### config.mk
export PLATFORM = sky130hd
export DESIGN_NAME = imem_boot_loader
export DESIGN_NICKNAME = d
export VERILOG_FILES = /design/src/rtl/imem_boot_loader.sv
export SDC_FILE = /design/constraint.sdc
export NUM_CORES = 1
export LEC_CHECK = 0
export ABC_CLOCK_PERIOD_IN_PS = 12450
export CAP_MARGIN = 40
export CORE_MARGIN = 2
export CORE_UTILIZATION = 57
export DETAILED_ROUTE_END_ITERATION = 10
export PLACE_DENSITY = 0.85
export SYNTH_ARGS = -nofsm -noshare
export SYNTH_HDL_FRONTEND = slang
export SYNTH_SLANG_ARGS = --single-unit
### constraint.sdc
create_clock -name clk -period 12.45 [get_ports clk]
set_clock_uncertainty 0.2 [all_clocks]
set_input_delay 3.1125 -clock clk [delete_from_list [all_inputs] [get_ports clk]]
set_output_delay 3.1125 -clock clk [all_outputs]
set_load 0.02 [all_outputs]
### src/rtl/imem_boot_loader.sv
// imem_boot_loader
//   Loads a length-prefixed, XOR-checksummed instruction image from a
//   valid/ready byte stream into instruction memory, then releases the core
//   from reset once the whole image has been written and verified.
//
//   Stream: LEN[7:0], LEN[15:8], 4*LEN data bytes (little-endian words),
//   then one checksum byte equal to the XOR of all data bytes.
//
// Ports
//   clk          core clock, rising edge
//   reset        asynchronous active-high reset
//   start        one-cycle pulse that begins a load (from IDLE/DONE/ERROR)
//   in_data      stream byte
//   in_valid     in_data is valid
//   in_ready     loader accepts a byte this cycle
//   im_we        instruction memory write strobe, one cycle per word
//   im_waddr     byte address of the write (word_index*4)
//   im_wdata     instruction word being written
//   core_reset   processor reset, low only after a verified load
//   done         image loaded and verified
//   error        load failed
//   err_code     01 = length too large, 10 = checksum mismatch
//   words_loaded words written during the current load
module imem_boot_loader #(
  parameter int IMEM_DEPTH_WORDS = 64
) (
  input  logic        clk,
  input  logic        reset,
  input  logic        start,
  input  logic [7:0]  in_data,
  input  logic        in_valid,
  output logic        in_ready,
  output logic        im_we,
  output logic [63:0] im_waddr,
  output logic [31:0] im_wdata,
  output logic        core_reset,
  output logic        done,
  output logic        error,
  output logic [1:0]  err_code,
  output logic [15:0] words_loaded
);

  typedef enum logic [2:0] {
    IDLE, LEN_LO, LEN_HI, DATA, CHECK, DONE, ERROR
  } state_t;

  localparam logic [15:0] MAX_LEN = 16'(IMEM_DEPTH_WORDS);

  state_t      state;
  logic [15:0] len;
  logic [1:0]  byte_cnt;
  logic [15:0] word_idx;
  logic [23:0] word_lo;   // lower three bytes; the fourth arrives with the write
  logic [7:0]  chk_xor;
  logic        hs;

  // Ready is a pure decode of the state register, so reset drops it at once.
  assign in_ready = (state == LEN_LO) || (state == LEN_HI) ||
                    (state == DATA)   || (state == CHECK);
  assign hs = in_valid & in_ready;

  always_ff @(posedge clk or posedge reset) begin
    if (reset) begin
      state        <= IDLE;
      len          <= '0;
      byte_cnt     <= '0;
      word_idx     <= '0;
      word_lo      <= '0;
      chk_xor      <= '0;
      im_we        <= 1'b0;
      im_waddr     <= '0;
      im_wdata     <= '0;
      core_reset   <= 1'b1;
      done         <= 1'b0;
      error        <= 1'b0;
      err_code     <= 2'b00;
      words_loaded <= '0;
    end else begin
      im_we <= 1'b0;
      case (state)
        IDLE, DONE, ERROR: begin
          if (start) begin
            state        <= LEN_LO;
            core_reset   <= 1'b1;
            done         <= 1'b0;
            error        <= 1'b0;
            err_code     <= 2'b00;
            words_loaded <= '0;
            chk_xor      <= '0;
          end
        end
        LEN_LO: begin
          if (hs) begin
            len[7:0] <= in_data;
            state    <= LEN_HI;
          end
        end
        LEN_HI: begin
          if (hs) begin
            len[15:8] <= in_data;
            if ({in_data, len[7:0]} > MAX_LEN) begin
              state    <= ERROR;
              error    <= 1'b1;
              err_code <= 2'b01;
            end else if ({in_data, len[7:0]} == 16'd0) begin
              state <= CHECK;
            end else begin
              state    <= DATA;
              byte_cnt <= '0;
              word_idx <= '0;
            end
          end
        end
        DATA: begin
          if (hs) begin
            chk_xor  <= chk_xor ^ in_data;
            byte_cnt <= byte_cnt + 2'd1;
            case (byte_cnt)
              2'd0: word_lo[7:0]   <= in_data;
              2'd1: word_lo[15:8]  <= in_data;
              2'd2: word_lo[23:16] <= in_data;
              default: begin
                // Word complete: write strobe is registered, so it lands
                // one cycle after the completing byte.
                im_we        <= 1'b1;
                im_wdata     <= {in_data, word_lo};
                im_waddr     <= {46'd0, word_idx, 2'b00};
                words_loaded <= words_loaded + 16'd1;
                word_idx     <= word_idx + 16'd1;
                if (word_idx == len - 16'd1) state <= CHECK;
              end
            endcase
          end
        end
        CHECK: begin
          if (hs) begin
            if (in_data == chk_xor) begin
              state      <= DONE;
              done       <= 1'b1;
              core_reset <= 1'b0;
            end else begin
              state    <= ERROR;
              error    <= 1'b1;
              err_code <= 2'b10;
            end
          end
        end
        default: state <= IDLE;
      endcase
    end
  end

endmodule

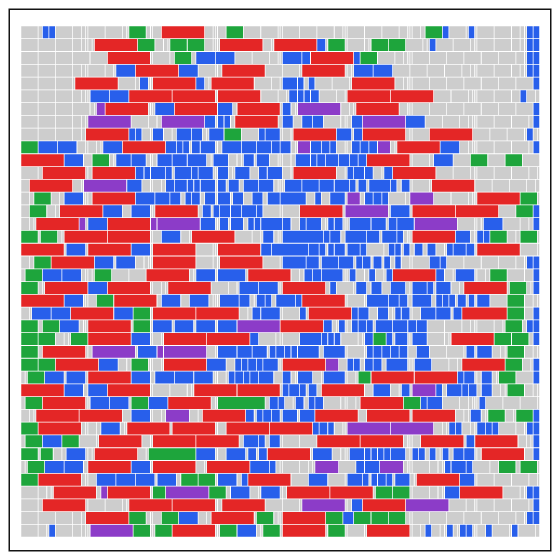
**Above:** run 1 (cells coloured by class).
Fill, decap, tap and diode cells in grey.
legend:
  purple:
    class: clock drivers and dummy loads
    cells: 31
  blue:
    class: combinational and other logic
    cells: 469
  red:
    class: flops
    cells: 139
  green:
    class: other buffers and delay cells
    cells: 88

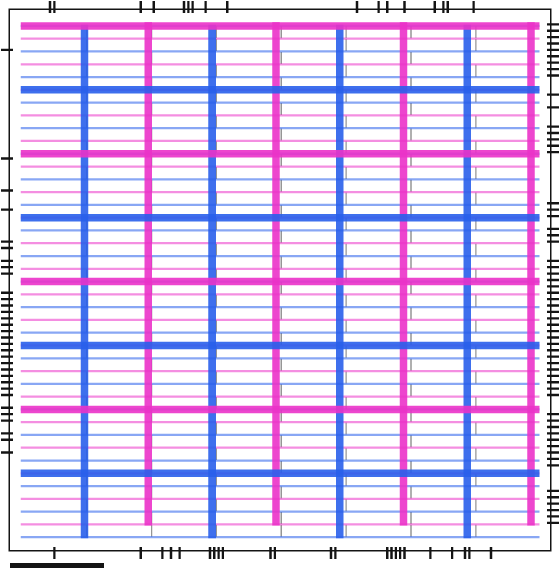
**Above:** run 1 (floorplan with the power grid).
Bar = 20 um. Pins as bars on the die edge. Tap cells in grey.
legend:
  magenta:
    net: VDD
  blue:
    net: VSS
signal pins: 131
met5 straps: 8

==> flow_summary.json, run 1 <==
{
  "drt-total-wl_um": 15600,
  "startpoint": "in_data[4]",
  "warnings": 29,
  "cts_setup_buffers": 0,
  "finalSetupViolCount": 0,
  "p_total_uw": 1680,
  "fin_crit_sh": 0.463,
  "first_pass_iters": 5,
  "grt.overflow.total": 0,
  "hp-start": "im_waddr[9]",
  "hpwl_um": 10500,
  "cts_repair_resize_count": 0,
  "cap_viol_max_count": 0,
  "dpl.cell_count": 843,
  "stdcell_area_um2": 8330,
  "postRouteAntennaNets": 0,
  "grt_pass1_wl_um": 25100,
  "cp_max_fo": 11,
  "area_leaders": "dfrtp_1, mux2_2, buf_4",
  "synth_flops": 139,
  "critPathRequiredTime_ns": 12.51,
  "synthTopCellsByCount": "dfrtp_1, mux2_2, nand2_1, buf_4, o21ai_0",
  "fin_nets": 734,
  "initCoreUtil": 0.584,
  "worst_slack_ns": 6.69,
  "area_growth_pct": 18.8,
  "io_buffer_count": 82,
  "slowest_delay_ns": 0.70,
  "edf_count": 0,
  "rsz0062_at_grt": "false",
  "drv_slew": 0,
  "netlist_instances": 642,
  "power.density_nw_per_um2": 202,
  "postCtsHoldBufs": 0,
  "dieWidth_um": 115,
  "ys_cells": 642,
  "worstSkewPairLatency_ns": 0.43,
  "yosys_area_um2": 7010,
  "path_class": "input port to register",
  "placedInstanceArea_um2": 7780,
  "yosysTopAreaCell": "dfrtp_1",
  "top_cell": "dfrtp_1",
  "slew_headroom": 0.441,
  "cts_tree": "yes",
  "drcViolationCount": 0,
  "n_antenna_cell": 0,
  "drt_iter0_drc": 408,
  "avgSynthCellArea_um2": 10.9,
  "grt_max_degree": 64,
  "fin_crit_ns": 5.76,
  "root_buffer": "clkbuf_16",
  "drive_gt1_frac": 0.187,
  "synth_warnings": 0,
  "grt_pass1_vias": 4890,
  "dp_slack_ns": 6.31,
  "hold_viol": 0,
  "cts_max_path_buffers": 2,
  "path_cells": "clkdlybuf4s50_1 > nor4_1 > nand3_1 > o31ai_4 > nand2_1 > a21oi_1 > nor2_1",
  "final_cells": 874,
  "via_count": 5020,
  "r2r_start": "state[2]",
  "wl_per_cell_um": 17.9,
  "dieArea_um2": 13200,
  "viasPerCell": 5.74,
  "worst_path_max_delay_cell": "a21oi_1",
  "outcome": "completed",
  "antenna_found_initial": 0,
  "hold_class": "register to register",
  "tns_ns": 0,
  "startpoint_type": "input port",
  "crit_arrival_ns": 5.82,
  "ir_drop_mv": 0.141,
  "cp-end-kind": "register",
  "ys_seq_frac": 0.496,
  "clkTransAtPathRegs_ns": 0.05,
  "die_y_um": 115,
  "synth.distinct_cells": 60,
  "io_pins": 131,
  "max_freq_mhz": 174,
  "clkSinkCount": 139,
  "top_cell_area_share": 0.493,
  "synth_area_um2": 7010,
  "worstMarginPinSlew_ns": 0.839,
  "grt_usage": 0.248,
  "htreeDepth": 4,
  "place_congestion": 0.923,
  "async_flop_share": 1.00,
  "cts_made_buffers": 17,
  "core_um2": 12000,
  "ys.flop_type": "dfrtp_1",
  "p_leak_uw": 0.00376
}
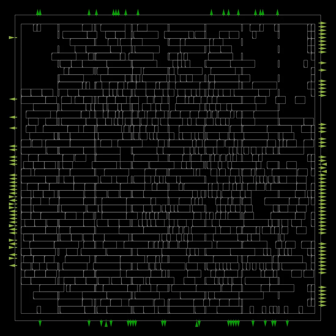
**Above:** run 1 (placement view).
Flops: 139
row cnt: 40

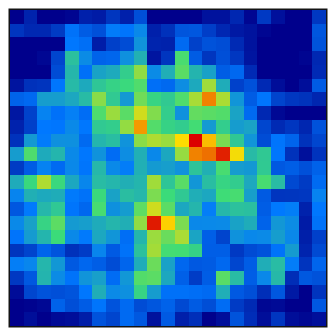
**Above:** run 1 (wiring heat map).
The die is cut into 23 by 23 equal tiles; dark blue is low, red is high, scaled to the fullest tile. Values are wire area over tile area, all layers added.
emptiest ninth of the die: top right
tiles over half the peak: 12%
fullest tile: 0.73
mean over tiles: 0.19
densest ninth of the die: middle
nearly empty tiles: 10%

[run 1: metrics by stage]
step | hold WS [ns] | util
2_1_floorplan | 0.274 | -
3_3_place_gp | 0.268 | 0.643
3_5_place_dp | 0.273 | 0.648
4_1_cts | 0.285 | 0.693
5_1_grt | 0.306 | 0.693
6_report | 0.280 | 0.693
[run 1: worst max-delay path, delay by kind of cell]
family	cells	cell delay, ns
simple gates	4	0.98
buf+inv	1	0.63
compound gates	2	1.08
[run 1: worst paths after layout]
path | to | slack [ns] | cells past startpoint
setup / recovery | word_idx[13] | 6.69 | 7
hold / removal | im_waddr[9] | 0.28 | 2
setup reg to reg | im_waddr[17] | 8.91 | 6
hold reg to reg | im_waddr[9] | 0.28 | 2
max in group asynchronous | im_waddr[16] | 7.92 | 4
min in group asynchronous | word_lo[22] | 2.97 | 2
[run 1: registers in the layout, summed over array words and instances (netlist names), 2 cells and up]
| signal | cells |
|---|---|
| words_loaded | 16 |
| byte_cnt | 2 |
| state | 3 |
| err_code | 2 |
| len | 16 |
| chk_xor | 8 |
| word_lo | 24 |
| word_idx | 16 |
| im_wdata | 32 |
| im_waddr | 16 |
[run 1: placed cells by master (no fill, tap or decap), types with 8 or more instances in the layout]
cell type        synthesis  layout
dfrtp_1                138     138
nand3_1                 15      15
mux2_2                  88      88
and3_1                   8       8
xnor2_1                 26      26
nand4_1                 13      13
conb_1                   1      48
nand2_1                 58      58
inv_1                   13      12
clkdlybuf4s50_1          0      82
a21oi_1                 15      15
nor2_1                  40      40
xor2_1                  23      23
clkbuf_16                0      17
o21ai_0                 43      43
[run 1: cell families after synthesis]
group / synth area share
and+or+nand+nor: 0.128
xor gates and xnor gates: 0.0612
buffers and inverters: 0.0780
muxes: 0.146
other: 0.000535
AOI/OAI and AO/OA: 0.0782
DFF: 0.496
adders and majority gates: 0.0125
[run 1: power breakdown]
part / switching (uW) / leakage [uW] / total, uW / internal, uW
Clock: 185 / 0.000255 / 464 / 279
Sequential: 118 / 0.00186 / 684 / 566
Combinational: 285 / 0.00164 / 530 / 245
[run 1: layout make-up]
| class | count | area [um2] |
|---|---|---|
| Sequential cell | 139 | 3480 |
| Inverter | 13 | 51.3 |
| Clock inverter | 5 | 35.0 |
| Clock buffer | 26 | 509 |
| Timing Repair Buffer | 88 | 906 |
| Tap cell | 147 | 184 |
| Multi-Input combinational cell | 456 | 3160 |
| Fill cell | 814 | 3680 |
[run 1: per-layer routing]
layer | share of wire | global-route usage | wire length, um
met1 | 0.43 | 0.328 | 6780
met2 | 0.47 | 0.384 | 7350
met3 | 0.070 | 0.0807 | 1090
met4 | 0.025 | 0.0924 | 391
met5 | 0 | 0 | 0
**Run 1: wires at chosen ports, followed through buffers**

Bar = 20 um.
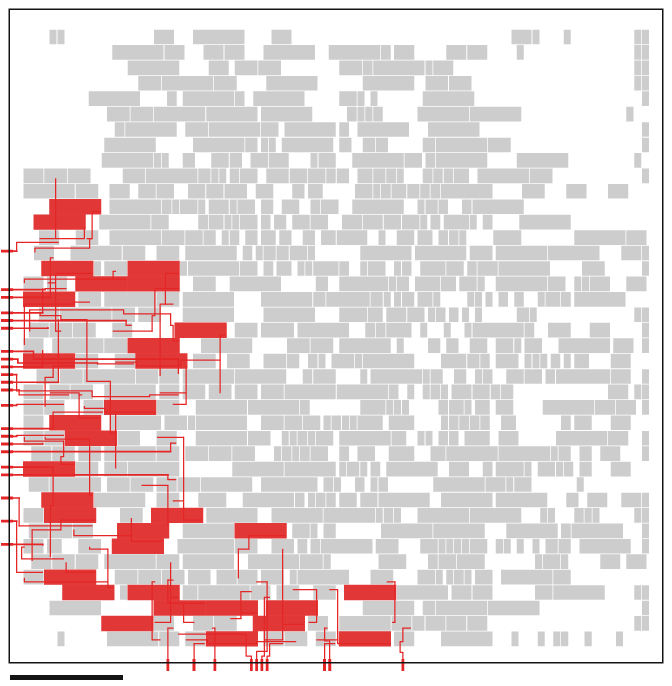

==> run 2, diff against run 1 <==
==> config.mk (replaced) <==
export PLATFORM = sky130hd
export DESIGN_NAME = imem_boot_loader
export DESIGN_NICKNAME = d
export VERILOG_FILES = /design/src/rtl/imem_boot_loader.sv
export SDC_FILE = /design/constraint.sdc
export NUM_CORES = 1
export LEC_CHECK = 0
export ABC_CLOCK_PERIOD_IN_PS = 5200
export CAP_MARGIN = 40
export CORE_MARGIN = 2
export CORE_UTILIZATION = 48
export DETAILED_ROUTE_END_ITERATION = 10
export PLACE_DENSITY = 0.76
export SYNTH_ARGS = -nofsm -noshare
export SYNTH_HDL_FRONTEND = slang
export SYNTH_SLANG_ARGS = --single-unit
==> constraint.sdc (replaced) <==
create_clock -name clk -period 5.2 [get_ports clk]
set_clock_uncertainty 0.2 [all_clocks]
set_input_delay 1.3 -clock clk [delete_from_list [all_inputs] [get_ports clk]]
set_output_delay 1.3 -clock clk [all_outputs]
set_load 0.02 [all_outputs]
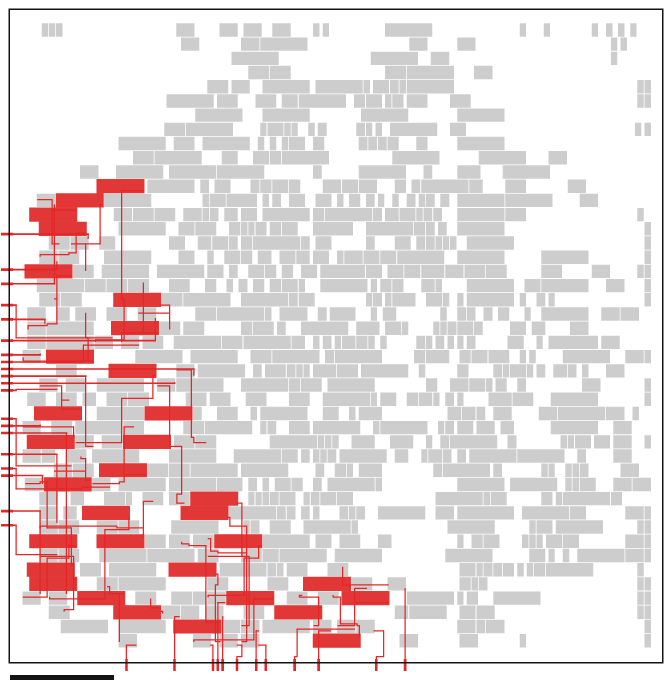
**Above:** run 2 (wires at chosen ports, followed through buffers).
Bar = 20 um.
legend:
  red:
    port: im_wdata
    direction: output
    edge: 20 left, 12 bottom
    end_cells: 32
    buffers: 32
    wire: 1160 um
# IOs: 131
I/O Buffers: 82

==> flow_summary.json, run 2 <==
{
  "cap_viol_max_count": 0,
  "worstMarginPinSlew_ns": 0.786,
  "postCtsHoldBufs": 0,
  "synthTopCellsByCount": "dfrtp_1, mux2_2, nand2_1, buf_4, o21ai_0",
  "drt-total-wl_um": 15600,
  "root_buffer": "clkbuf_16",
  "core_um2": 14400,
  "cts_max_path_buffers": 2,
  "top_cell": "dfrtp_1",
  "htreeDepth": 4,
  "grt.overflow.total": 0,
  "warnings": 31,
  "cts_tree": "yes",
  "cp-end-kind": "register",
  "n_antenna_cell": 0,
  "worst_path_max_delay_cell": "a21oi_1",
  "async_flop_share": 1.00,
  "critPathRequiredTime_ns": 5.27,
  "antenna_found_initial": 0,
  "startpoint_type": "input port",
  "cp_max_fo": 11,
  "ys_seq_frac": 0.496,
  "cts_made_buffers": 17,
  "slew_headroom": 0.476,
  "synth_warnings": 0,
  "power.density_nw_per_um2": 483,
  "fin_crit_ns": 3.91,
  "outcome": "completed",
  "via_count": 5020,
  "cts_setup_buffers": 0,
  "reg2reg_slack_ns": 1.80,
  "viasPerCell": 5.47,
  "place_congestion": 0.921,
  "drive_gt1_frac": 0.198,
  "yosys_area_um2": 7010,
  "max_freq_mhz": 256,
  "fin_nets": 739,
  "grt_pass1_wl_um": 25700,
  "dieWidth_um": 125,
  "die_y_um": 125,
  "path_class": "input port to register",
  "hold_class": "register to register",
  "netlist_instances": 642,
  "crit_arrival_ns": 3.98,
  "grt_pass1_vias": 5033,
  "dieArea_um2": 15600,
  "largest_reg_flops": 32,
  "fill_cells": 1185,
  "hpwl_um": 10500,
  "cts_repair_resize_count": 0,
  "first_pass_iters": 4,
  "worstSkewPairLatency_ns": 0.42,
  "placedInstanceArea_um2": 7840,
  "num_rows": 44,
  "tns_ns": 0,
  "drcViolationCount": 0,
  "yosysTopAreaCell": "dfrtp_1",
  "drv_slew": 0,
  "avgSynthCellArea_um2": 10.9,
  "ys.flop_type": "dfrtp_1",
  "drt_iter0_drc": 441,
  "largest-register": "im_wdata",
  "cp_num_buf_inv": 1
}
==> run 2: cell families after synthesis <==
logic type      synth area share
other cells             0.000535
compound gates            0.0782
fa+ha+maj                 0.0125
simple gates               0.128
xor+xnor                  0.0612
mux                        0.146
buf+inv                   0.0780
flops                      0.496
==> run 2: area by class of cell <==
class / count / area [um2] / share of cell area
Sequential cell: 139 / 3480 / 0.414
Inverter: 13 / 52.6 / 0.00625
Clock buffer: 19 / 443 / 0.0526
Timing Repair Buffer: 93 / 916 / 0.109
Clock inverter: 13 / 131 / 0.0156
Tap cell: 184 / 230 / 0.0274
Multi-Input combinational cell: 456 / 3160 / 0.376
==> run 2: worst max-delay path by stage <==
stage | from | end
finish | in_data[5] | word_idx[14]
global route | in_data[5] | word_idx[14]
CTS | in_data[5] | word_idx[14]
detailed placement | in_data[5] | word_idx[14]
global placement | in_data[5] | word_idx[15]
floorplan | reset | byte_cnt[0]
==> run 2: worst reg2reg max path, cell delays in order, from the launching register on <==
cell,delay (ns)
dfrtp_1,0.42
inv_1,0.10
ha_1,0.28
or4b_4,0.52
o21a_4,0.25
o31ai_4,0.41
nand2_1,0.25
a21oi_1,0.67
nor2_1,0.14
==> run 2: metal layers <==
metal,part of all wire,global-route usage
met1,0.44,0.264
met2,0.49,0.331
met3,0.057,0.0507
met4,0.020,0.0876
met5,0,0
==> run 2: report_power, final <==
part | total (uW) | switching [uW] | internal [uW]
clock | 1170 | 489 | 682
sequential | 1640 | 283 | 1350
combinational | 1260 | 666 | 590
total | 4060 | 1440 | 2630
==> run 2: through the flow <==
step	util	instances	hold WS [ns]	setup slack, ns
after floorplan	-	689	0.274	1.97
after global placement	0.544	885	0.275	1.06
after detailed placement	0.544	885	0.279	0.923
after CTS	0.583	917	0.292	1.32
after global routing	0.583	917	0.307	0.992
final	0.583	917	0.287	1.29
Power figures rest on the tool's default switching activity, not on a simulated workload.
